$ cat config.mk
export PLATFORM = sky130hd
export DESIGN_NAME = video_timing_gen
export DESIGN_NICKNAME = d
export VERILOG_FILES = /design/src/rtl/video_pkg.sv /design/src/rtl/video_counter.sv /design/src/rtl/video_timing_gen.sv
export SDC_FILE = /design/constraint.sdc
export NUM_CORES = 1
export LEC_CHECK = 0
export CAP_MARGIN = 30
export CORE_MARGIN = 2
export CORE_UTILIZATION = 25
export DETAILED_ROUTE_END_ITERATION = 7
export HOLD_SLACK_MARGIN = 0.08
export PLACE_DENSITY = 0.58
export SKIP_CTS_REPAIR_TIMING = 1
export SLEW_MARGIN = 20
export SYNTH_ARGS = -nofsm -noshare
export SYNTH_HDL_FRONTEND = slang
export SYNTH_SLANG_ARGS = --single-unit
export TNS_END_PERCENT = 10
$ cat constraint.sdc
create_clock -name clock -period 3.9 [get_ports clock]
set_input_delay 1.17 -clock clock [delete_from_list [all_inputs] [get_ports clock]]
set_output_delay 1.17 -clock clock [all_outputs]
set_load 0.03 [all_outputs]
$ cat src/rtl/video_pkg.sv
// Shared timing defaults, counter widths and pixel type for the video timing generator.
package video_pkg;

   localparam int unsigned H_ACTIVE_DEF = 640;
   localparam int unsigned H_FP_DEF     = 16;
   localparam int unsigned H_SYNC_DEF   = 96;
   localparam int unsigned H_BP_DEF     = 48;
   localparam int unsigned V_ACTIVE_DEF = 480;
   localparam int unsigned V_FP_DEF     = 10;
   localparam int unsigned V_SYNC_DEF   = 2;
   localparam int unsigned V_BP_DEF     = 33;

   localparam int unsigned H_CNT_W = 11;
   localparam int unsigned V_CNT_W = 10;

   typedef struct packed {
      logic [7:0] r;
      logic [7:0] g;
      logic [7:0] b;
   } pixel_t;

   localparam pixel_t PIXEL_BLACK = '0;

   // Bar order left to right: white, yellow, cyan, green, magenta, red, blue, black.
   function automatic pixel_t bar_colour(input logic [2:0] idx);
      logic [2:0] w_on;
      case (idx)
         3'd0:    w_on = 3'b111;
         3'd1:    w_on = 3'b110;
         3'd2:    w_on = 3'b011;
         3'd3:    w_on = 3'b010;
         3'd4:    w_on = 3'b101;
         3'd5:    w_on = 3'b100;
         3'd6:    w_on = 3'b001;
         default: w_on = 3'b000;
      endcase
      return '{r: {8{w_on[2]}}, g: {8{w_on[1]}}, b: {8{w_on[0]}}};
   endfunction

endpackage

$ cat src/rtl/video_counter.sv
// Free-running raster counters with combinational active/sync decode.
module video_counter
   import video_pkg::*;
#(
   parameter int unsigned H_ACTIVE = H_ACTIVE_DEF,
   parameter int unsigned H_FP     = H_FP_DEF,
   parameter int unsigned H_SYNC   = H_SYNC_DEF,
   parameter int unsigned H_BP     = H_BP_DEF,
   parameter int unsigned V_ACTIVE = V_ACTIVE_DEF,
   parameter int unsigned V_FP     = V_FP_DEF,
   parameter int unsigned V_SYNC   = V_SYNC_DEF,
   parameter int unsigned V_BP     = V_BP_DEF
) (
   input  logic               i_clock,
   input  logic               i_reset,
   output logic [H_CNT_W-1:0] o_h_cnt,
   output logic [V_CNT_W-1:0] o_v_cnt,
   output logic               o_active,
   output logic               o_hsync,
   output logic               o_vsync,
   output logic               o_origin
);

   localparam int unsigned H_TOTAL = H_ACTIVE + H_FP + H_SYNC + H_BP;
   localparam int unsigned V_TOTAL = V_ACTIVE + V_FP + V_SYNC + V_BP;

   localparam logic [H_CNT_W-1:0] H_LAST   = H_CNT_W'(H_TOTAL - 1);
   localparam logic [H_CNT_W-1:0] H_ACT    = H_CNT_W'(H_ACTIVE);
   localparam logic [H_CNT_W-1:0] HS_BEG   = H_CNT_W'(H_ACTIVE + H_FP);
   localparam logic [H_CNT_W-1:0] HS_END   = H_CNT_W'(H_ACTIVE + H_FP + H_SYNC);
   localparam logic [V_CNT_W-1:0] V_LAST   = V_CNT_W'(V_TOTAL - 1);
   localparam logic [V_CNT_W-1:0] V_ACT    = V_CNT_W'(V_ACTIVE);
   localparam logic [V_CNT_W-1:0] VS_BEG   = V_CNT_W'(V_ACTIVE + V_FP);
   localparam logic [V_CNT_W-1:0] VS_END   = V_CNT_W'(V_ACTIVE + V_FP + V_SYNC);

   logic [H_CNT_W-1:0] r_h_cnt;
   logic [V_CNT_W-1:0] r_v_cnt;

   // Counters never stall: an underflowing upstream loses the pixel, not the raster.
   always_ff @(posedge i_clock) begin
      if (i_reset) begin
         r_h_cnt <= '0;
         r_v_cnt <= '0;
      end else if (r_h_cnt == H_LAST) begin
         r_h_cnt <= '0;
         r_v_cnt <= (r_v_cnt == V_LAST) ? '0 : r_v_cnt + V_CNT_W'(1);
      end else begin
         r_h_cnt <= r_h_cnt + H_CNT_W'(1);
      end
   end

   assign o_h_cnt  = r_h_cnt;
   assign o_v_cnt  = r_v_cnt;
   assign o_active = (r_h_cnt < H_ACT) && (r_v_cnt < V_ACT);
   assign o_hsync  = (r_h_cnt >= HS_BEG) && (r_h_cnt < HS_END);
   assign o_vsync  = (r_v_cnt >= VS_BEG) && (r_v_cnt < VS_END);
   assign o_origin = (r_h_cnt == '0) && (r_v_cnt == '0);

endmodule

$ cat src/rtl/video_timing_gen.sv
// Video timing generator: paces an upstream 24-bit pixel stream onto a DVI raster.
// Define VIDEO_TESTPATTERN_EN to add the test_pattern colour-bar input.
module video_timing_gen
   import video_pkg::*;
#(
   parameter int unsigned H_ACTIVE = H_ACTIVE_DEF,
   parameter int unsigned H_FP     = H_FP_DEF,
   parameter int unsigned H_SYNC   = H_SYNC_DEF,
   parameter int unsigned H_BP     = H_BP_DEF,
   parameter int unsigned V_ACTIVE = V_ACTIVE_DEF,
   parameter int unsigned V_FP     = V_FP_DEF,
   parameter int unsigned V_SYNC   = V_SYNC_DEF,
   parameter int unsigned V_BP     = V_BP_DEF
) (
   input  logic               clock,
   input  logic               reset,
   input  logic               in_valid,
   output logic               in_ready,
   input  logic [23:0]        in_data,
   input  logic               in_sof,
`ifdef VIDEO_TESTPATTERN_EN
   input  logic               test_pattern,
`endif
   output logic               rgb_hs,
   output logic               rgb_vs,
   output logic               rgb_de,
   output logic [7:0]         rgb_r,
   output logic [7:0]         rgb_g,
   output logic [7:0]         rgb_b,
   output logic [H_CNT_W-1:0] pos_x,
   output logic [V_CNT_W-1:0] pos_y,
   output logic               frame_start,
   output logic               underflow,
   output logic               sync_error,
   input  logic               status_clear
);

   logic [H_CNT_W-1:0] w_h_cnt;
   logic [V_CNT_W-1:0] w_v_cnt;
   logic               w_active;
   logic               w_hsync;
   logic               w_vsync;
   logic               w_origin;
   logic               w_pattern_on;
   pixel_t             w_pattern_px;
   logic               w_accept;
   logic               w_uf_set;
   logic               w_se_set;
   pixel_t             w_next_px;

   logic               r_hs;
   logic               r_vs;
   logic               r_de;
   pixel_t             r_pixel;
   logic [H_CNT_W-1:0] r_pos_x;
   logic [V_CNT_W-1:0] r_pos_y;
   logic               r_frame_start;
   logic               r_underflow;
   logic               r_sync_error;

   video_counter #(
      .H_ACTIVE (H_ACTIVE),
      .H_FP     (H_FP),
      .H_SYNC   (H_SYNC),
      .H_BP     (H_BP),
      .V_ACTIVE (V_ACTIVE),
      .V_FP     (V_FP),
      .V_SYNC   (V_SYNC),
      .V_BP     (V_BP)
   ) u_counter (
      .i_clock  (clock),
      .i_reset  (reset),
      .o_h_cnt  (w_h_cnt),
      .o_v_cnt  (w_v_cnt),
      .o_active (w_active),
      .o_hsync  (w_hsync),
      .o_vsync  (w_vsync),
      .o_origin (w_origin)
   );

`ifdef VIDEO_TESTPATTERN_EN
   localparam int unsigned BAR_W = H_ACTIVE / 8;

   logic [2:0] w_bar_idx;

   always_comb begin
      w_bar_idx = '0;
      for (int unsigned i = 1; i < 8; i++) begin
         if (w_h_cnt >= H_CNT_W'(i * BAR_W)) w_bar_idx = 3'(i);
      end
   end

   assign w_pattern_on = test_pattern;
   assign w_pattern_px = bar_colour(w_bar_idx);
`else
   assign w_pattern_on = 1'b0;
   assign w_pattern_px = PIXEL_BLACK;
`endif

   assign in_ready = w_active && !reset && !w_pattern_on;
   assign w_accept = in_valid && in_ready;
   assign w_uf_set = w_active && !in_valid && !w_pattern_on;
   // A beat flagged SOF must land on the origin, and the origin beat must carry SOF.
   assign w_se_set = w_accept && (in_sof != w_origin);

   always_comb begin
      w_next_px = PIXEL_BLACK;
      if (w_active) begin
         if (w_pattern_on)  w_next_px = w_pattern_px;
         else if (w_accept) w_next_px = pixel_t'(in_data);
      end
   end

   always_ff @(posedge clock) begin
      if (reset) begin
         r_hs          <= 1'b0;
         r_vs          <= 1'b0;
         r_de          <= 1'b0;
         r_pixel       <= PIXEL_BLACK;
         r_pos_x       <= '0;
         r_pos_y       <= '0;
         r_frame_start <= 1'b0;
         r_underflow   <= 1'b0;
         r_sync_error  <= 1'b0;
      end else begin
         r_hs          <= w_hsync;
         r_vs          <= w_vsync;
         r_de          <= w_active;
         r_pixel       <= w_next_px;
         r_pos_x       <= w_active ? w_h_cnt : '0;
         r_pos_y       <= w_active ? w_v_cnt : '0;
         r_frame_start <= w_active && w_origin;
         // Status is frozen while the bars are shown; a same-cycle set beats the clear.
         if (!w_pattern_on) begin
            r_underflow  <= w_uf_set || (r_underflow && !status_clear);
            r_sync_error <= w_se_set || (r_sync_error && !status_clear);
         end
      end
   end

   assign rgb_hs      = r_hs;
   assign rgb_vs      = r_vs;
   assign rgb_de      = r_de;
   assign rgb_r       = r_pixel.r;
   assign rgb_g       = r_pixel.g;
   assign rgb_b       = r_pixel.b;
   assign pos_x       = r_pos_x;
   assign pos_y       = r_pos_y;
   assign frame_start = r_frame_start;
   assign underflow   = r_underflow;
   assign sync_error  = r_sync_error;

endmodule

==> run summary <==
Notes on the flow run.

- The power density relative to cell area is 477 mW/mm2, for reference.
- The fraction of the yosys area taken by sequential cells is 0.577, for reference.
- The number of synthesis warnings is 0, for reference.
- The worst supply voltage drop on vdd is 0.000164 V, for reference.
- The horizontal die dimension reported for this design is 104 um.
- The achievable clock frequency is 0.300 GHz, for reference.
- The tally of nets with antenna violations remaining after routing is 0, for reference.
- The number of nets in the layout is 367, for reference.
- Per the detail_route report, vias per standard cell equal 4.32.
- The largest fanout on the critical path is 3, for reference.
- During placement, the flow inserted port buffers numbering 80.
- The placed wire-length estimate is 4.28 mm, for reference.
- The slew at the pin closest to its max-slew limit is 616 ps, for reference.
- The run finished with clean final reports.
- The pin count of the biggest net entering global routing is 39, for reference.
- After the first detailed-routing iteration, the DRC count stood at 70.
- After layout, the minimum clock period comes to 3330 ps.
- Synthesis instantiated 32 different standard cells from the library.
- The number of buffers inserted during clock tree synthesis is 9, for reference.
- Summed over all routing layers, the global router reports a total usage of 0.116.
- Across all setup checks in the final design, the least slack found is 569 ps.
- After synthesis, the share of flip-flops with an asynchronous set or reset is 0.
- The leading register cell type out of synthesis is dfxtp_1, for reference.
- Post-synthesis, Yosys gives the total cell area as 0.00250 mm2.
- The tool flagged a number of max-cap violations equal to 0.
- The via count of the first global-routing pass came to 1,939.
- The layout overhead on the synthesized area is 49.6%, for reference.
- Once synthesis finished, the tally of register bits stood at 72.
- The number of enable-type register cells in the synthesized netlist is 0, for reference.
- The die boundary height is 104 um, for reference.
- As reported, the later end of the worst-skew pair has a clock insertion delay of 350 ps.
- The share of the core area taken by cells at floorplan is 0.257.
- After floorplanning, the die was sized to cover 0.0108 mm2.
- The count of pins on the block boundary is 81, for reference.
- The relative slew slack is 0.589, for reference.
- The number of buffers on the longest clock path is 2, for reference.
- The largest total area in the synthesized netlist belongs to dfxtp_1.
- The leakage power summed over all cells is 1.45 nW, for reference.
- The remaining global-route overflow is 0, for reference.
- The depth of the CTS H-tree is 3, for reference.
- The CTS tree is done, for reference.
- For reference, the most critical setup path is categorized as in2out.
- The clock edge transition at the registers on the reported setup and hold paths is 70 ps, for reference.
- The post-detailed-placement cell area is 0.00343 mm2, for reference.
- Looking at the gate-level netlist, the highest instance count belongs to dfxtp_1.
- The element type at the critical path start is an input port, for reference.
- The synthesized netlist handed to floorplanning was reported with a cell count of 253.
- The number of antenna violations at the first check in global routing came to 0.
- The area share of the largest cell type after synthesis is 0.577, for reference.
- The worst-case setup slack after placement is 588 ps, for reference.
- The post-route worst hold slack is 476 ps, for reference.
- The final timing report counts setup violations totalling 0.
- Before any placement, the netlist area is recorded as 0.00250 mm2.
- Data arrives at the worst endpoint at 2160 ps.
- For this run, design rule violations remaining after detail routing come to 0.
- The final weighted congestion in routability-driven placement is 0.784, for reference.
- The hold violation count in the final report is 0, for reference.
- The final antenna diode tally reported by the flow is 0.
- The routed wire length is 6.04 mm, for reference.
- The path class of the lowest-slack min-delay path is reg2reg, for reference.
- The type of element capturing the critical path is an output port, for reference.
- In this run the mean area of a mapped cell was 9.87 um2.
- The number of rows created at floorplan is 36, for reference.
- The final cycle utilization of the critical path is 0.854, for reference.
- The critical path required time is 2730 ps, for reference.
- The first detailed-routing pass took 4 iterations.
- Per the Yosys statistics, synthesis produced 253 cells.
- The final-report max-slew violation count is 0, for reference.
- The tree is rooted in a clkbuf_8.
- The worst-case clock skew is 10.1 ps, for reference.
- The area of all placed cells without fillers is 0.00373 mm2, for reference.
- In the post-synthesis netlist, the biggest area contributors are dfxtp_1, and3_1, nor2_1.
- The clock drives 72 sinks.
- The core region is 0.00973 mm2.
- Setup repair after global routing left no endpoint under its margin.
## state kept, by name, summed over array words and instances, names as in the netlist
signal	cells
pos_x	11
u_counter.o_h_cnt	11
pos_y	10
u_counter.o_v_cnt	10
rgb_b	8
rgb_g	8
rgb_r	8
frame_start	1
rgb_de	1
rgb_hs	1
rgb_vs	1
sync_error	1
underflow	1
## kinds of logic (layout without fill, tap and decap cells)
family | after synthesis | count (layout) | synth area share
adders and majority gates | 4 | 4 | 0.0201
other | 1 | 2 | 0.00150
xor gates and xnor gates | 11 | 11 | 0.0386
and+or+nand+nor | 121 | 121 | 0.275
DFF | 72 | 72 | 0.577
AOI/OAI and AO/OA | 19 | 19 | 0.0466
buffers and inverters | 25 | 109 | 0.0406
## cell type report
class                      count  area [um2]
multi-input combinational    157         957
tap                          133         166
clock inverter                 6         180
inverter                      10        37.5
clock buffer                   9         124
fill                         980        5990
sequential                    72        1440
timing repair buffer          84         828
## where the power goes
part           switching [W]  leakage [nW]  internal, W
sequential        0.00000783         0.586     0.000753
clock               0.000269         0.150     0.000616
combinational      0.0000701         0.711    0.0000655
## layer usage
layer  up-vias  share of wire  GRT usage
met5         -              0          0
met4         0          0.042     0.0772
met3        16          0.050     0.0357
met2        48           0.47      0.185
met1       939           0.44      0.135
li1       1031              -          -
## stage by stage
stage          power [W]  std cells   util
6_report         0.00178        471  0.384
5_1_grt          0.00185        471  0.384
4_1_cts          0.00181        471  0.384
3_5_place_dp    0.000915        456  0.353
3_3_place_gp    0.000913        456  0.353
2_1_floorplan   0.000840        254      -
## critical path, cell delays in order
cell             delay, ps
clkdlybuf4s50_1        420
nor2_1                 170
nand3_1                140
inv_1                  100
buf_4                  160
## placed cells by master (no fill, tap or decap), drive strengths merged, types with 4 or more instances in the layout
cell type	synthesis	routed
or4	5	5
nand4	11	11
nor2	24	24
xnor2	6	6
nand3	12	12
nor4	4	4
clkbuf	14	9
nand2	7	7
bufinv	0	6
a21oi	8	8
xor2	5	5
inv	10	10
buf	1	5
o21ai	4	4
and3	27	27
nor3	6	6
dfxtp	72	72
clkdlybuf4s50	0	79
ha	4	4
and2	14	14
## path summary, 6_finish.rpt
check / from / endpoint / slack (ps) / cells past startpoint
setup / recovery: reset / in_ready / 570 / 5
setup reg to reg: u_counter.o_h_cnt[0]$_SDFF_PP0_ / u_counter.o_v_cnt[8]$_SDFFE_PP0P_ / 1780 / 5
hold reg to reg: underflow$_SDFF_PP0_ / underflow$_SDFF_PP0_ / 480 / 2
hold / removal: underflow$_SDFF_PP0_ / underflow$_SDFF_PP0_ / 480 / 2
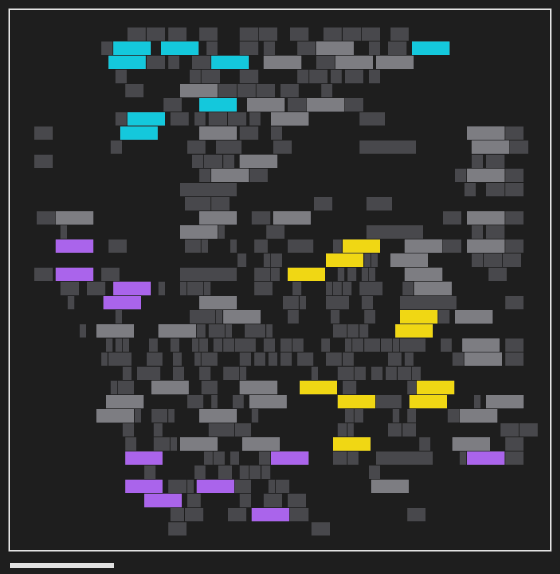
(images/ff_map.png)
Bar = 20 um.
[yellow] u_counter.o_v_cnt | placed flops: 10
[cyan] rgb_g | placed flops: 8
[purple] pos_x | placed flops: 11
Reg area: 0.00144 mm2
power of the sequential group: 0.000761 W
share of the final layout cell area in sequential cells: 0.386

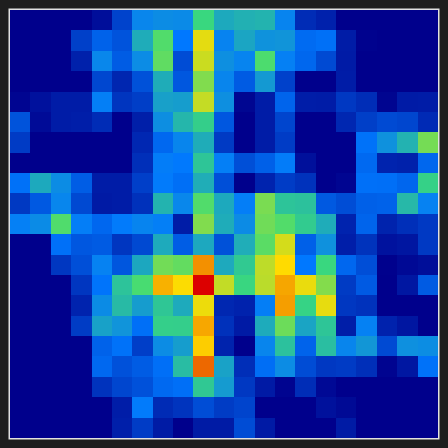
(images/route_heat.png)
21 x 21 tiles, from dark blue (low) to red (high), scaled to the fullest tile. Values are wire area over tile area, all layers added.
mean over tiles: 0.091
densest ninth of the die: center
nearly empty tiles: 29%
fullest tile: 0.48
tiles over half the peak: 8.4%
routed via count: 2,034
Avg WL per Cell: 12.8 um

No activity file was given, so power comes from the tool's default toggle rates.
